[src/rtl/rv_imem_loader.sv]
// Boot-time loader: parses a counted, checksummed byte stream into 32-bit LE words,
// writes them into instruction memory and releases core reset once the image verifies.
module rv_imem_loader #(
    parameter int unsigned AW = 10
) (
    input  logic          clk,
    input  logic          rstn,
    input  logic          s_valid_i,
    input  logic [7:0]    s_data_i,
    output logic          s_ready_o,
    input  logic          reload_i,
    output logic          imem_we_o,
    output logic [AW-1:0] imem_waddr_o,
    output logic [31:0]   imem_wdata_o,
    output logic          core_rstn_o,
    output logic          done_o,
    output logic          err_o
);

    typedef enum logic [2:0] {
        S_HDR_LO,
        S_HDR_HI,
        S_PAYLOAD,
        S_CHECK,
        S_DONE,
        S_ERR
    } state_t;

    state_t        state_q;
    logic [15:0]   count_q;
    logic [AW-1:0] addr_q;
    logic [7:0]    sum_q;
    logic [1:0]    bcnt_q;
    logic [31:0]   word_q;
    logic          we_q;
    logic [AW-1:0] waddr_q;
    logic [31:0]   wdata_q;
    logic          core_rstn_q;
    logic          done_q;
    logic          err_q;

    logic          accept;
    logic [15:0]   count_d;
    logic [31:0]   word_d;
    logic [7:0]    sum_d;
    logic          last_word;
    logic          count_bad;

    assign s_ready_o = (state_q == S_HDR_LO) || (state_q == S_HDR_HI) ||
                       (state_q == S_PAYLOAD) || (state_q == S_CHECK);
    assign accept    = s_valid_i & s_ready_o;
    assign count_d   = {s_data_i, count_q[7:0]};
    assign word_d    = {s_data_i, word_q[31:8]};
    assign sum_d     = sum_q + s_data_i;
    // Compared wide so that N = 2**AW terminates even though addr_q wraps afterwards.
    assign last_word = (32'(addr_q) == (32'(count_q) - 32'd1));
    assign count_bad = (count_d == 16'd0) || (32'(count_d) > (32'd1 << AW));

    assign imem_we_o    = we_q;
    assign imem_waddr_o = waddr_q;
    assign imem_wdata_o = wdata_q;
    assign core_rstn_o  = core_rstn_q;
    assign done_o       = done_q;
    assign err_o        = err_q;

    always_ff @(posedge clk or negedge rstn) begin
        if (!rstn) begin
            state_q     <= S_HDR_LO;
            count_q     <= '0;
            addr_q      <= '0;
            sum_q       <= '0;
            bcnt_q      <= '0;
            word_q      <= '0;
            we_q        <= 1'b0;
            waddr_q     <= '0;
            wdata_q     <= '0;
            core_rstn_q <= 1'b0;
            done_q      <= 1'b0;
            err_q       <= 1'b0;
        end else begin
            we_q <= 1'b0;
            case (state_q)
                S_HDR_LO: begin
                    if (accept) begin
                        count_q[7:0] <= s_data_i;
                        state_q      <= S_HDR_HI;
                    end
                end
                S_HDR_HI: begin
                    if (accept) begin
                        count_q <= count_d;
                        if (count_bad) begin
                            state_q <= S_ERR;
                            err_q   <= 1'b1;
                        end else begin
                            state_q <= S_PAYLOAD;
                            addr_q  <= '0;
                            sum_q   <= '0;
                            bcnt_q  <= '0;
                        end
                    end
                end
                S_PAYLOAD: begin
                    if (accept) begin
                        sum_q  <= sum_d;
                        word_q <= word_d;
                        bcnt_q <= bcnt_q + 2'd1;
                        if (bcnt_q == 2'd3) begin
                            we_q    <= 1'b1;
                            waddr_q <= addr_q;
                            wdata_q <= word_d;
                            addr_q  <= addr_q + AW'(1);
                            if (last_word) begin
                                state_q <= S_CHECK;
                            end
                        end
                    end
                end
                S_CHECK: begin
                    if (accept) begin
                        if (s_data_i == sum_q) begin
                            state_q     <= S_DONE;
                            done_q      <= 1'b1;
                            core_rstn_q <= 1'b1;
                        end else begin
                            state_q <= S_ERR;
                            err_q   <= 1'b1;
                        end
                    end
                end
                S_DONE, S_ERR: begin
                    if (reload_i) begin
                        state_q     <= S_HDR_LO;
                        done_q      <= 1'b0;
                        err_q       <= 1'b0;
                        core_rstn_q <= 1'b0;
                        sum_q       <= '0;
                        addr_q      <= '0;
                        bcnt_q      <= '0;
                    end
                end
                default: state_q <= S_HDR_LO;
            endcase
        end
    end

endmodule

[config.mk]
export PLATFORM = sky130hd
export DESIGN_NAME = rv_imem_loader
export DESIGN_NICKNAME = d
export VERILOG_FILES = /design/src/rtl/rv_imem_loader.sv
export SDC_FILE = /design/constraint.sdc
export NUM_CORES = 1
export LEC_CHECK = 0
export CAP_MARGIN = 20
export CORE_UTILIZATION = 35
export CTS_CLUSTER_SIZE = 16
export DETAILED_ROUTE_END_ITERATION = 12
export HOLD_SLACK_MARGIN = 0.15
export PLACE_DENSITY = 0.63
export SYNTH_ARGS = -nofsm -noshare
export SYNTH_HDL_FRONTEND = slang
export SYNTH_SLANG_ARGS = --single-unit
[constraint.sdc]
create_clock -name clk -period 3.15 [get_ports clk]
set_clock_uncertainty 0.2 [all_clocks]
set_input_delay 0.63 -clock clk [delete_from_list [all_inputs] [get_ports clk]]
set_output_delay 0.63 -clock clk [all_outputs]
set_load 0.01 [all_outputs]
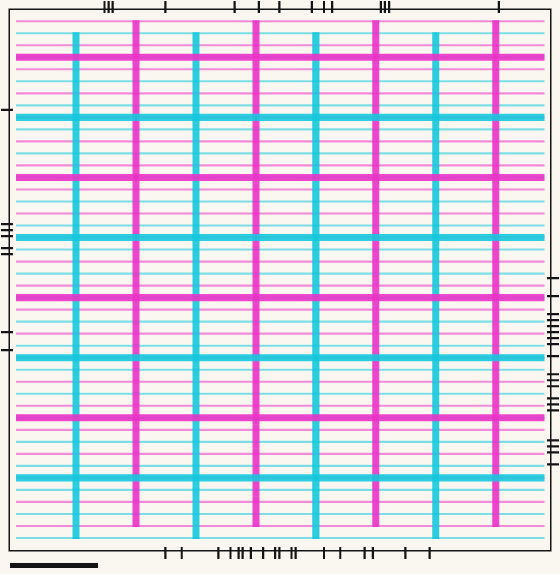
(images/floorplan.png)
Bar = 20 microns. Pins as bars on the die edge.
VSS: in cyan. VDD: in magenta.
The core has 43 rows. 59 signal pins sit on the boundary.

==> GITHUB_STEP_SUMMARY <==
## Synthesis and layout report

| Metric | Value |
|---|---|
| Status | complete, no violations |
| OpenROAD warnings | 27 |
| CTS resizes | 0 |
| Max Transition Viols Final | 0 |
| Slowest cell delay on critical path | 0.53 ns |
| Pre-Place Util | 0.362 |
| Layout sequential cell count | 108 |
| Nets | 502 |
| Yosys top cell by area | dfrtp_1 |
| Most frequent cells in the layout | dfrtp_1, mux2_1, clkdlybuf4s50_1, buf_4 |
| Setup_tns | 0 ns |
| Final worst path period need | 2.79 ns |
| Synth Cell Area | 5060 sq um |
| Clk. pwr | 1.12 mW |
| Post-synth seq share | 0.534 |
| Met3 Use GR | 0.0265 |
| Worst setup path class | in -> reg |
| DR pass1 iterations | 4 |
| Clk tree area frac | 0.0469 |
| CTS H-Tree Depth | 3 |
| Design Power | 3.64 mW |
| Total gr overflow | 0 |
| Sequential Power | 1.75 mW |
| Commonest cells in the netlist | dfrtp_1, mux2_1, o21ai_1, xnor2_1 |
| Worst slew pin tran | 0.518 ns |
| WHS | 0.288 ns |
| Drt drc | 0 |
| Dpl cell area | 5990 sq um |
| NonClk Buf Share | 0.130 |
| DP Worst Slack | -0.0140 ns |
| Final Worst Setup Slack | 0.359 ns |
| Maximum VDD drop | 0.289 mV |
| Met2 routed WL | 5.34 mm |
| Final Non-Filler Cells | 663 |
| P_int | 2.49 mW |
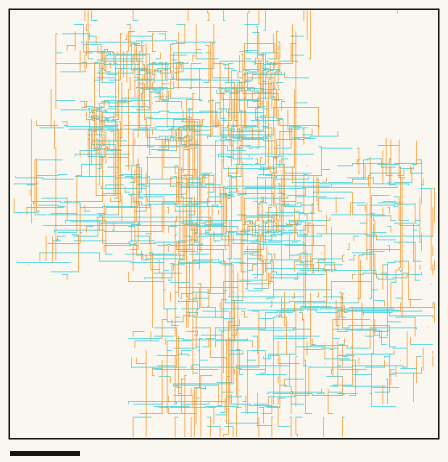
(images/layers.png)
Bar = 20 microns. Two of the layers only.
M1: in cyan, wire length 5100 microns. M2: in orange, wire length 5340 microns.
via count: 3497
Tot GR Track Use: 0.161
WL final: 11.0 mm

No activity file was given, so power comes from the tool's default toggle rates.
